--- config.mk ---
export PLATFORM = sky130hd
export DESIGN_NAME = dds_multi_sequencer_flat
export DESIGN_NICKNAME = d
export VERILOG_FILES = /design/src/rtl/dds_multi_seq_pkg.sv /design/src/rtl/dds_multi_sequencer_if.sv /design/src/rtl/dds_seq_channel.sv /design/src/rtl/dds_multi_sequencer.sv /design/src/flat_wrapper.sv
export SDC_FILE = /design/constraint.sdc
export NUM_CORES = 1
export LEC_CHECK = 0
export ABC_AREA = 1
export ABC_CLOCK_PERIOD_IN_PS = 2400
export CAP_MARGIN = 40
export CORE_ASPECT_RATIO = 1.4
export CORE_MARGIN = 2
export CORE_UTILIZATION = 50
export DETAILED_ROUTE_END_ITERATION = 16
export GPL_TIMING_DRIVEN = 0
export PLACE_DENSITY = 0.71
export RECOVER_POWER = 100
export SETUP_SLACK_MARGIN = 0.2
export SYNTH_ARGS = -nofsm -noshare
export SYNTH_HDL_FRONTEND = slang
export SYNTH_SLANG_ARGS = --single-unit
--- constraint.sdc ---
create_clock -name clk -period 2.4 [get_ports clk]
set_input_delay 0.24 -clock clk [delete_from_list [all_inputs] [get_ports clk]]
set_output_delay 0.24 -clock clk [all_outputs]
set_load 0.01 [all_outputs]
--- src/rtl/dds_multi_seq_pkg.sv ---
// Shared types and defaults for the multi-channel DDS instruction sequencer.
package dds_multi_seq_pkg;

  typedef enum logic [1:0] {IDLE, RUN, DONE} seq_state_e;

  localparam int DEF_ADDR_W = 17;
  localparam int DEF_PER_W  = 16;
  localparam int DEF_DLY_W  = 32;

  // A zero period would never expire; treat it as one clock per step.
  function automatic logic [31:0] clamp_period(input logic [31:0] p);
    return (p == 32'd0) ? 32'd1 : p;
  endfunction

endpackage

--- src/rtl/dds_multi_sequencer_if.sv ---
// Control/config/status bundle between control logic and the DDS sequencer.
interface dds_multi_sequencer_if #(
  parameter int NUM_CH = 2,
  parameter int ADDR_W = 17,
  parameter int PER_W  = 16,
  parameter int DLY_W  = 32
);
  logic                     start_i;
  logic                     stop_i;
  logic                     loop_i;
  logic [PER_W-1:0]         period_i;
  logic [ADDR_W-1:0]        last_addr_i;
  logic [NUM_CH*DLY_W-1:0]  delay_i;
  logic [NUM_CH*ADDR_W-1:0] addr_o;
  logic [NUM_CH-1:0]        step_o;
  logic                     busy_o;
  logic                     done_o;

  modport master (
    output start_i, stop_i, loop_i, period_i, last_addr_i, delay_i,
    input  addr_o, step_o, busy_o, done_o
  );
  modport slave (
    input  start_i, stop_i, loop_i, period_i, last_addr_i, delay_i,
    output addr_o, step_o, busy_o, done_o
  );
endinterface

--- src/rtl/dds_seq_channel.sv ---
// One sequencer channel: start delay, period counter, address register, finished flag.
module dds_seq_channel #(
  parameter int ADDR_W = 17,
  parameter int PER_W  = 16,
  parameter int DLY_W  = 32
) (
  input  logic              clk,
  input  logic              reset,
  input  logic              clear,
  input  logic              run,
  input  logic              pause,
  input  logic              loop,
  input  logic [PER_W-1:0]  period,
  input  logic [ADDR_W-1:0] last,
  input  logic [DLY_W-1:0]  delay,
  output logic [ADDR_W-1:0] addr,
  output logic              step,
  output logic              finished
);
  logic [DLY_W-1:0]  dly_q, dly_d;
  logic [PER_W-1:0]  per_q, per_d;
  logic [ADDR_W-1:0] addr_q, addr_d;
  logic              fin_q, fin_d, step_q, step_d;

  always_comb begin
    dly_d  = dly_q;
    per_d  = per_q;
    addr_d = addr_q;
    fin_d  = fin_q;
    step_d = 1'b0;
    if (clear) begin
      dly_d  = '0;
      per_d  = '0;
      addr_d = '0;
      fin_d  = 1'b0;
    end else if (run && !pause && !fin_q) begin
      if (dly_q != delay) begin
        dly_d = dly_q + DLY_W'(1);
      end else if (per_q != period - PER_W'(1)) begin
        per_d = per_q + PER_W'(1);
      end else begin
        per_d  = '0;
        step_d = 1'b1;
        // addr==last without loop only happens for last==0: finish holding 0.
        if (addr_q == last) begin
          addr_d = '0;
          fin_d  = !loop;
        end else begin
          addr_d = addr_q + ADDR_W'(1);
          fin_d  = !loop && (addr_q + ADDR_W'(1) == last);
        end
      end
    end
  end

  always_ff @(posedge clk) begin
    if (reset) begin
      dly_q  <= '0;
      per_q  <= '0;
      addr_q <= '0;
      fin_q  <= 1'b0;
      step_q <= 1'b0;
    end else begin
      dly_q  <= dly_d;
      per_q  <= per_d;
      addr_q <= addr_d;
      fin_q  <= fin_d;
      step_q <= step_d;
    end
  end

  assign addr     = addr_q;
  assign step     = step_q;
  assign finished = fin_q;
endmodule

--- src/rtl/dds_multi_sequencer.sv ---
// NUM_CH-channel DDS instruction address sequencer: FSM, config latches, channel array.
// Optional run-time freeze via DDS_MULTI_SEQUENCER_PAUSE_EN (adds pause_i).
module dds_multi_sequencer
  import dds_multi_seq_pkg::*;
#(
  parameter int NUM_CH = 2,
  parameter int ADDR_W = DEF_ADDR_W,
  parameter int PER_W  = DEF_PER_W,
  parameter int DLY_W  = DEF_DLY_W
) (
  input  logic clk,
  input  logic reset,
`ifdef DDS_MULTI_SEQUENCER_PAUSE_EN
  input  logic pause_i,
`endif
  dds_multi_sequencer_if.slave bus
);
  seq_state_e              state_q, state_d;
  logic                    busy_q, busy_d, done_q, done_d;
  logic                    loop_q, loop_d;
  logic [PER_W-1:0]        period_q, period_d;
  logic [ADDR_W-1:0]       last_q, last_d;
  logic [NUM_CH*DLY_W-1:0] delay_q, delay_d;
  logic [NUM_CH-1:0]       fin;
  logic                    launch, clear_ch, run_ch, pause;

`ifdef DDS_MULTI_SEQUENCER_PAUSE_EN
  assign pause = pause_i;
`else
  assign pause = 1'b0;
`endif

  assign launch   = (state_q != RUN) && bus.start_i && !bus.stop_i;
  assign clear_ch = launch || bus.stop_i;
  assign run_ch   = (state_q == RUN) && !bus.stop_i;

  always_comb begin
    state_d  = state_q;
    loop_d   = loop_q;
    period_d = period_q;
    last_d   = last_q;
    delay_d  = delay_q;
    if (bus.stop_i) begin
      state_d = IDLE;
    end else if (launch) begin
      state_d  = RUN;
      loop_d   = bus.loop_i;
      period_d = PER_W'(clamp_period(32'(bus.period_i)));
      last_d   = bus.last_addr_i;
      delay_d  = bus.delay_i;
    end else if (state_q == RUN && &fin) begin
      state_d = DONE;
    end
    busy_d = (state_d == RUN);
    done_d = (state_d == DONE);
  end

  always_ff @(posedge clk) begin
    if (reset) begin
      state_q  <= IDLE;
      busy_q   <= 1'b0;
      done_q   <= 1'b0;
      loop_q   <= 1'b0;
      period_q <= PER_W'(1);
      last_q   <= '0;
      delay_q  <= '0;
    end else begin
      state_q  <= state_d;
      busy_q   <= busy_d;
      done_q   <= done_d;
      loop_q   <= loop_d;
      period_q <= period_d;
      last_q   <= last_d;
      delay_q  <= delay_d;
    end
  end

  for (genvar i = 0; i < NUM_CH; i++) begin : g_ch
    dds_seq_channel #(.ADDR_W(ADDR_W), .PER_W(PER_W), .DLY_W(DLY_W)) u_ch (
      .clk      (clk),
      .reset    (reset),
      .clear    (clear_ch),
      .run      (run_ch),
      .pause    (pause),
      .loop     (loop_q),
      .period   (period_q),
      .last     (last_q),
      .delay    (delay_q[i*DLY_W +: DLY_W]),
      .addr     (bus.addr_o[i*ADDR_W +: ADDR_W]),
      .step     (bus.step_o[i]),
      .finished (fin[i])
    );
  end

  assign bus.busy_o = busy_q;
  assign bus.done_o = done_q;
endmodule

--- src/flat_wrapper.sv ---
// flat-port wrapper written by rule: the top's interface ports become plain ports
module dds_multi_sequencer_flat import dds_multi_seq_pkg::*;
#(
  parameter int NUM_CH = 2,
  parameter int ADDR_W = DEF_ADDR_W,
  parameter int PER_W  = DEF_PER_W,
  parameter int DLY_W  = DEF_DLY_W
)
  (clk, reset, bus_start_i, bus_stop_i, bus_loop_i, bus_period_i, bus_last_addr_i, bus_delay_i, bus_addr_o, bus_step_o, bus_busy_o, bus_done_o);
  dds_multi_sequencer_if #(.NUM_CH(NUM_CH), .ADDR_W(ADDR_W), .PER_W(PER_W), .DLY_W(DLY_W)) bus_i ();
  input  logic clk;
  input  logic reset;
  input wire logic [$bits(bus_i.start_i)-1:0] bus_start_i;
  input wire logic [$bits(bus_i.stop_i)-1:0] bus_stop_i;
  input wire logic [$bits(bus_i.loop_i)-1:0] bus_loop_i;
  input wire logic [$bits(bus_i.period_i)-1:0] bus_period_i;
  input wire logic [$bits(bus_i.last_addr_i)-1:0] bus_last_addr_i;
  input wire logic [$bits(bus_i.delay_i)-1:0] bus_delay_i;
  output wire logic [$bits(bus_i.addr_o)-1:0] bus_addr_o;
  output wire logic [$bits(bus_i.step_o)-1:0] bus_step_o;
  output wire logic [$bits(bus_i.busy_o)-1:0] bus_busy_o;
  output wire logic [$bits(bus_i.done_o)-1:0] bus_done_o;
  assign bus_i.start_i = bus_start_i;
  assign bus_i.stop_i = bus_stop_i;
  assign bus_i.loop_i = bus_loop_i;
  assign bus_i.period_i = bus_period_i;
  assign bus_i.last_addr_i = bus_last_addr_i;
  assign bus_i.delay_i = bus_delay_i;
  assign bus_addr_o = bus_i.addr_o;
  assign bus_step_o = bus_i.step_o;
  assign bus_busy_o = bus_i.busy_o;
  assign bus_done_o = bus_i.done_o;
  dds_multi_sequencer #(.NUM_CH(NUM_CH), .ADDR_W(ADDR_W), .PER_W(PER_W), .DLY_W(DLY_W)) u_core (.clk(clk), .reset(reset), .bus(bus_i));
endmodule
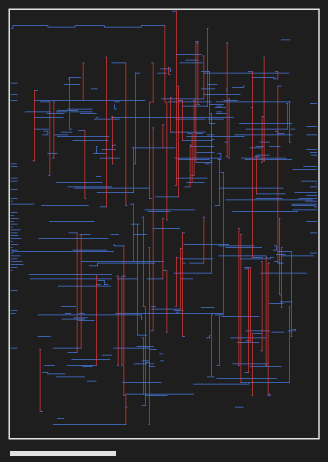
*Wiring by layer, run 1*
The bar under the picture is 50 um long. Only two layers are drawn.
| colour | layer | wire length |
|---|---|---|
| blue | met3 | 2,790 um |
| red | met4 | 3,020 um |
wirelength, routed: 47,100 um
wire per inst: 17.0 um
GRT Util Overall: 31.0%
via count: 15,200

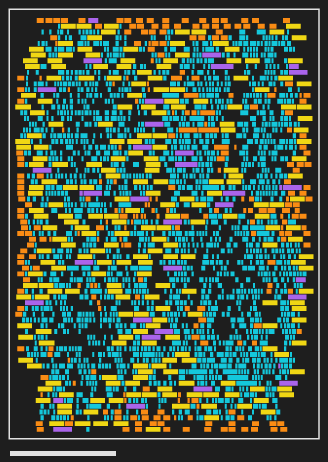
*Cells coloured by class, run 1*
The bar under the picture is 50 um long.
| colour | class | cells |
|---|---|---|
| purple | clock drivers and dummy loads | 35 |
| cyan | all other logic | 1,873 |
| orange | other buffers and delay cells | 261 |
| yellow | flip-flops | 236 |
Rows: 72
utilization after layout: 63.7%
Final Cell Area: 17,600 sq um

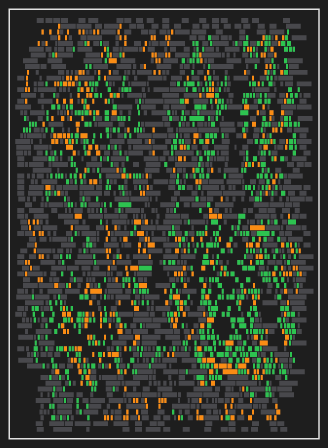
*Selected gate families, run 1*
| colour | family | cells | where |
|---|---|---|---|
| green | NAND gates | 771 | widely spread |
| orange | NOR gates | 430 | widely spread |

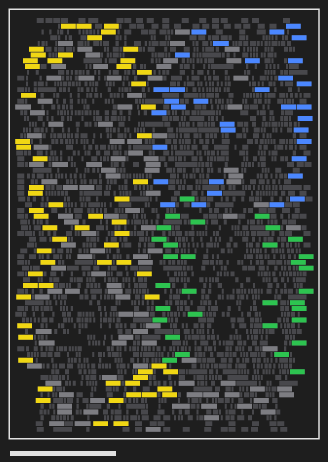
*Where the registers sit, run 1*
The bar under the picture is 50 um long.
| colour | netlist name | sequential cells |
|---|---|---|
| yellow | u_core.delay_q | 64 |
| green | u_core.g_ch.u_ch.per_q | 32 |
| blue | u_core.g_ch.u_ch.addr | 34 |
not coloured: 106
Seq. cell area: 4750 sq um
Seq. pwr: 4150 uW
flop share of the area: 26.9%

==> results.tsv, run 1 <==
metric	value	unit
h-tree-depth	1	
yosysTopAreaCell	dfxtp_1	
powerDensity	537	nW/um^2
cts_inserted_buffers	24	
logic_family	simple AND/OR/NAND/NOR gates	
ys_warn_count	0	
fin_crit_sh	100	%
max-slew-margin-rel	44.1	%
vdd_drop_max	560	uV
pwr-share-clk	41.3	%
worstPathCellList	inv_6 -> ha_4 -> nand2_2 -> nor2_4 -> buf_4 -> nand3_2 -> nand3_1 -> nand3_1 -> nor2_2 -> nand3_2 -> nor2_4 -> buf_12 -> nand2_8 -> clkbuf_16 -> mux2i_4	
r2r-start	u_core.period_q[0]	
fmax	0.417	GHz
synthesis.instances	2187	
antenna_found_initial	1	
leakage	0.00713	uW
setup_viol	0	
cp_max_fo	5	
place_hpwl	35900	um
drc	0	
combPwrFrac	14.9	%
drtPass1Iterations	8	
critical-path-slowest-cell	dfxtp_4	
avgSynthCellArea	6.41	sq um
required	2.87	ns
grt_pass1_vias	14400	
io-pin-count	140	
min_from	reset	
p_int	6920	uW
yosysTopAreaCellShare	33.7	%
warnings	28	
ys_seq_share	33.7	%
critPathBufInv	4	
dr.first_iter.drc_count	1253	
cp_top_family	simple AND/OR/NAND/NOR gates	
skew	0.00953	ns
grt_start_max_net_pins	14	
hold_viol	0	
worst_pin_slew	0.839	ns
yosysCellCount	2187	
syn_nets	2296	
viasPerCell	5.46	
ff_type	dfxtp_1	
status	finished clean	
==> run 1: power by group through the flow <==
stage	Sequential, uW	Clock (uW)	Combinational (uW)
3_3_place_gp	4220	0	1210
2_1_floorplan	4190	0	764
4_1_cts	4140	3940	1330
5_1_grt	4160	4080	1550
6_report	4150	3910	1410
3_5_place_dp	4220	0	1240
==> run 1: worst max-delay path by stage <==
stage | slack (ns) | startpoint | cells after the start | to
6_report | 0.00002 | u_core.period_q[0] | 15 | u_core.g_ch[1].u_ch.addr[0]
2_1_floorplan | 0.26 | u_core.period_q[0] | 17 | u_core.g_ch[1].u_ch.addr[10]
3_5_place_dp | -0.42 | bus_start_i | 8 | u_core.bus.busy_o
3_3_place_gp | -0.45 | bus_start_i | 8 | u_core.delay_q[58]
4_1_cts | 0.08 | u_core.period_q[0] | 15 | u_core.g_ch[1].u_ch.addr[0]
5_1_grt | -0.13 | u_core.period_q[0] | 16 | u_core.g_ch[1].u_ch.addr[0]
==> run 1: final cells by class <==
cell class | count | area share [%]
Buffer | 78 | 2.48
Clock buffer | 30 | 3.88
Clock inverter | 5 | 0.568
Inverter | 237 | 5.09
Multi-Input combinational cell | 1636 | 48.1
Sequential cell | 236 | 26.9
Tap cell | 370 | 2.63
Timing Repair Buffer | 183 | 10.4
==> run 1: layout by cell type (no fill, tap or decap), types with 38 or more instances in the layout <==
| cell type | count |
|---|---|
| clkdlybuf4s50_1 | 102 |
| xor2_1 | 72 |
| a21oi_1 | 112 |
| dfxtp_1 | 220 |
| inv_1 | 225 |
| nand3_1 | 123 |
| nand2_1 | 525 |
| nor2_1 | 285 |
| nand4_1 | 75 |
| nor3_1 | 70 |
| o21ai_0 | 122 |
| xnor2_1 | 58 |
| clkbuf_1 | 38 |
==> run 1: timing repair <==
action | in CTS | in global routing
pin swaps | 15 | 41
setup buffers | 21 | 16
cloned | 3 | 1
hold buffers | 0 | 0
resized | 98 | 118
setup endpoints to repair | 181 | 176
==> run 1: through the flow <==
step	hold WS, ns	total power (uW)	TNS [ns]	util (%)	worst slack [ns]
finish	0.155	9470	0	63.7	0.0000215
detailed placement	0.464	5460	-32.68	57.5	-0.424
floorplan	0.375	4960	0	-	0.261
global route	0.166	9790	-2.21	63.7	-0.127
CTS	0.145	9410	0	62.3	0.0809
global placement	0.454	5440	-57.08	57.4	-0.454
==> run 1: state kept, by name (all words and copies together), names as in the netlist, 16 cells and up <==
name	cells
u_core.period_q	16
u_core.last_q	17
u_core.g_ch.u_ch.addr	34
u_core.g_ch.u_ch.dly_q	64
u_core.g_ch.u_ch.per_q	32
u_core.delay_q	64
==> run 1: kinds of logic after synthesis <==
logic type / Yosys count
flip-flops: 236
buffers and inverters: 315
multiplexers: 1
AND/OR/NAND/NOR: 1211
adder cells (fa/ha/maj): 7
XOR/XNOR: 137
AND-OR/OR-AND: 280
==> run 1: metal layers <==
metal | vias to the layer above | global-route usage, % | routed length (um)
met5 | - | 0 | 0
met4 | 0 | 19.5 | 3020
met3 | 163 | 3.77 | 2790
met2 | 551 | 54.2 | 22900
met1 | 6956 | 35.9 | 18400
li1 | 7481 | - | -
--- run 2 (diff from run 1) ---
==> constraint.sdc (replaced) <==
create_clock -name clk -period 2.4 [get_ports clk]
set_input_delay 0.48 -clock clk [delete_from_list [all_inputs] [get_ports clk]]
set_output_delay 0.48 -clock clk [all_outputs]
set_load 0.01 [all_outputs]
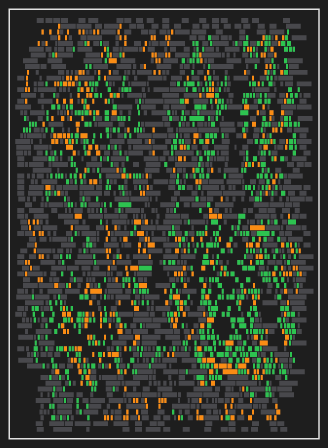
*Selected gate families, run 2*
| colour | family | cells | where |
|---|---|---|---|
| orange | NOR gates | 430 | widely spread |
| green | NAND gates | 771 | widely spread |
combinational share of cell area: 48.1%
fin cells: 2,775
most numerous logic cell after layout: nand2_1

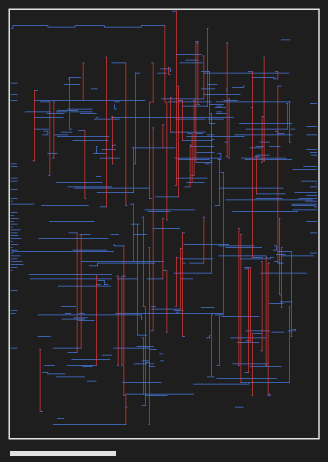
*Wiring by layer, run 2*
The bar under the picture is 50 um long. Only two layers are drawn.
| colour | layer | wire length |
|---|---|---|
| red | met4 | 3,020 um |
| blue | met3 | 2,790 um |

==> results.tsv, run 2 <==
metric	value	unit
status	finished clean	
warnings	28	
ff_type	dfxtp_1	
drc	0	
fp-row-count	72	
drt-met1-wl	18400	um
powerDensity	537	nW/um^2
cts_hold_buf	0	
routed_wl	47100	um
vdd_drop_max	560	uV
hold_viol	0	
yosysTopAreaCellShare	33.7	%
h-tree-depth	1	
wl_per_cell	17.0	um
vias	15200	
max-slew-margin-rel	44.1	%
avgSynthCellArea	6.41	sq um
grt_start_max_net_pins	14	
met2WireLength	22900	um
io-pin-count	140	
p_int	6920	uW
ys_warn_count	0	
syn_nets	2296	
fp_util	50.7	%
setup_viol	0	
final_area	17600	sq um
pwr-share-clk	41.3	%
grtUsageTotal	31.0	%
ys_seq_share	33.7	%
drtPass1Iterations	8	
worst_pin_slew	0.839	ns
cp_max_fo	5	
grt_pass1_vias	14400	
fin_ws	0.0000215	ns
yosysTopAreaCell	dfxtp_1	
place_ws	-0.664	ns
regArea	4750	sq um
skew	0.00953	ns
combPwrFrac	14.9	%
cts_inserted_buffers	24	
layout_top_cells	nand2_1 (525), nor2_1 (285), inv_1 (225)	
viasPerCell	5.46	
syn2layout_area_growth	25.6	%
synthesis.instances	2187	
leakage	0.00712	uW
required	2.87	ns
dr.first_iter.drc_count	1253	
fmax	0.417	GHz
antenna_found_initial	1	
highest_layer	met4	
==> run 2: through the flow <==
stage,TNS (ns),cells,util (%),total power [uW]
5_1_grt,-2.21,2775,63.7,9790
3_5_place_dp,-75.14,2699,57.5,5460
4_1_cts,0,2758,62.3,9410
2_1_floorplan,0,2187,-,4960
6_report,0,2775,63.7,9470
3_3_place_gp,-102.38,2695,57.4,5440
==> run 2: critical path, delay by kind of cell, from the launching register on <==
kind	cells	cell delay, ns
adder cells (fa/ha/maj)	1	0.16
buffers and inverters	4	0.55
flip-flops	1	0.37
multiplexers	1	0.12
AND/OR/NAND/NOR	9	1.12
==> run 2: path summary, 6_finish.rpt <==
kind	startpoint	end	slack, ns	depth (start not counted)
setup / recovery	u_core.period_q[0]	u_core.g_ch[1].u_ch.addr[0]	0.00002	15
hold / removal	reset	u_core.period_q[3]	0.39	2
setup reg to reg	u_core.period_q[0]	u_core.g_ch[1].u_ch.addr[0]	0.00002	15
hold reg to reg	u_core.delay_q[27]	u_core.delay_q[27]	0.47	2
==> run 2: layout make-up <==
type                       instances  area share (%)
clock buffer                      30            3.88
sequential                       236            26.9
inverter                         237            5.09
clock inverter                     5           0.568
multi-input combinational       1636            48.1
buffer                            78            2.48
tap                              370            2.63
timing repair buffer             183            10.4
==> run 2: what timing repair did <==
item / in CTS / in global routing
buffers inserted: 21 / 16
cloned: 3 / 1
pin swaps: 15 / 41
setup endpoints to repair: 181 / 177
gates resized: 98 / 119
==> run 2: power groups by stage <==
stage	Sequential [uW]	Clock, uW	Combinational (uW)
global placement	4220	0	1210
CTS	4140	3940	1330
global route	4160	4080	1550
finish	4150	3910	1410
detailed placement	4220	0	1240
floorplan	4190	0	764
==> run 2: cell families (layout without fill, tap and decap cells) <==
kind of cell,after synthesis,after routing,synth area share (%)
simple gates,1211,1211,37.4
buf+inv,315,533,8.84
compound gates,280,280,10.7
flops,236,236,33.7
xor+xnor,137,137,8.65
fa+ha+maj,7,7,0.624
mux,1,1,0.161
==> run 2: layer usage <==
layer,track usage [%],vias up
met1,35.9,6956
met2,54.2,551
li1,-,7481
met5,0,-
met3,3.77,163
met4,19.5,0
### Routing congestion map, run 2

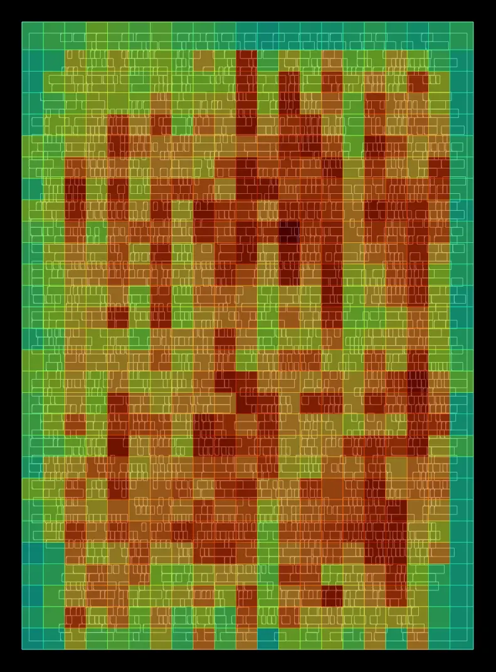

--- run 3 (diff from run 2) ---
ABC_CLOCK_PERIOD_IN_PS = unset   (was 2400)
RECOVER_POWER = unset   (was 100)
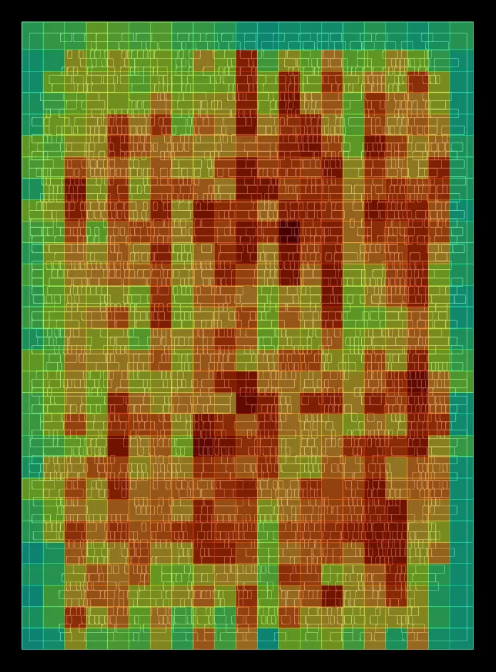
*Routing congestion map, run 3*
GRT met2 Usage: 54.2%
Top Usage Layer GRT: met2
utilization after layout: 64.0%
met1 usage: 35.9%
wire per inst: 16.9 um

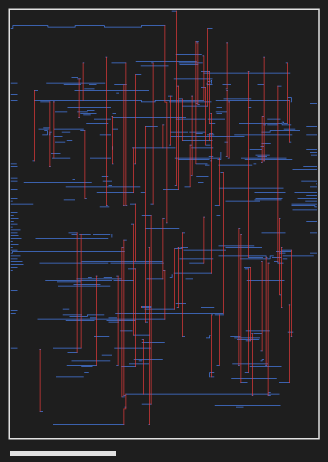
*Wiring by layer, run 3*
The bar under the picture is 50 um long. Only two layers are drawn.
| colour | layer | wire length |
|---|---|---|
| blue | met3 | 2,740 um |
| red | met4 | 3,150 um |
via count: 15,300
wirelength, routed: 47,000 um

==> results.tsv, run 3 <==
metric	value	unit
leakage	0.00703	uW
worst_pin_slew	0.739	ns
regArea	4750	sq um
setup_viol	0	
layout_top_cells	nand2_1 (523), nor2_1 (281), inv_1 (224)	
yosysTopAreaCellShare	33.7	%
grtUsageTotal	31.0	%
synthArstFlopShare	0	%
ff_type	dfxtp_1	
hold_ws	0.395	ns
critPathBufInv	4	
finalNonFillerCells	2776	
syn2layout_area_growth	26.1	%
synthesis.instances	2187	
place_hpwl	35900	um
syn_nets	2296	
worstPathCellList	inv_6 -> ha_4 -> nand2_2 -> nor2_4 -> buf_4 -> nand3_2 -> nand3_1 -> nand3_1 -> nor2_2 -> nand3_2 -> nor2_4 -> buf_12 -> nand2_8 -> clkbuf_16 -> mux2i_4	
fp_util	50.7	%
hold_class	input pin to flip-flop	
cts_inserted_buffers	24	
ys_seq_share	33.7	%
max-slew-margin-rel	50.7	%
ys_warn_count	0	
fin_crit	2.39	ns
cp_max_fo	5	
vdd_drop_max	562	uV
dpl.cell_count	2699	
fillCellCount	2650	
warnings	28	
grt_start_max_net_pins	14	
critical-path-slowest-cell	dfxtp_4	
status	finished clean	
powerDensity	536	nW/um^2
hold_viol	0	
h-tree-depth	1	
fp-row-count	72	
power	9480	uW
cp_top_family	simple AND/OR/NAND/NOR gates	
clk_pin_slew	0.06	ns
yosysMostFrequentCell	nand2_1	
antenna_found_initial	1	
io-pin-count	140	
yosysTopAreaCell	dfxtp_1	
grt_pass1_vias	14400	
skew	0.0141	ns
viasPerCell	5.49	
required	2.87	ns
drc	0	
## run 3: cell counts after synthesis
No cell type changed its count.
## run 3: per-stage QoR
stage          setup TNS, ns  setup WS [ns]  area [sq um]
2_1_floorplan              0          0.261         14000
3_3_place_gp         -102.38         -0.694         15900
3_5_place_dp          -75.14         -0.664         15900
4_1_cts                    0         0.0809         17200
5_1_grt                -1.97         -0.127         17700
6_report                   0        0.00888         17700
## run 3: kinds of logic (layout without fill, tap and decap cells)
logic type / after synthesis / after routing / share of synthesized area (%)
other: 0 / 1 / 0
muxes: 1 / 1 / 0.161
AOI/OAI and AO/OA: 280 / 280 / 10.7
DFF: 236 / 236 / 33.7
xor gates and xnor gates: 137 / 137 / 8.65
adders and majority gates: 7 / 7 / 0.624
buffers and inverters: 315 / 533 / 8.84
and+or+nand+nor: 1211 / 1211 / 37.4
## run 3: repair_timing
item	in CTS	in global routing
setup endpoints to repair	181	177
hold buffers	0	0
resized	98	119
setup buffers	21	16
pin swaps	15	41
gates cloned	3	1
## run 3: metal layers
layer	wire length (um)	track usage, %	part of all wire (%)	up-vias
met2	22800	54.2	48	559
met1	18300	35.9	39	7038
met3	2740	3.77	5.8	167
met5	0	0	0	-
met4	3150	19.5	6.7	0
li1	-	-	-	7490
## run 3: cell type report
type	instances	area share [%]
clock inverters	5	0.566
well taps	370	2.62
plain buffers	78	2.54
diodes	1	0.0141
repair buffers	183	10.3
clock buffers	30	3.87
inverters	237	5.07
flip-flops and latches	236	26.8
multi-input cells	1636	48.1
## run 3: power by group
group,internal (uW),switching (uW)
logic,587,832
registers,4040,112
clock network,2300,1610
## run 3: path summary, 6_finish.rpt
check,from,end,slack [ns],cells after the start
worst max-delay path,u_core.period_q[0],u_core.g_ch[1].u_ch.addr[0],0.009,15
worst min-delay path,reset,u_core.period_q[4],0.39,2
worst max register to register,u_core.period_q[0],u_core.g_ch[1].u_ch.addr[0],0.009,15
worst min register to register,u_core.delay_q[27],u_core.delay_q[27],0.47,2
Power and IR drop assume default switching activity.
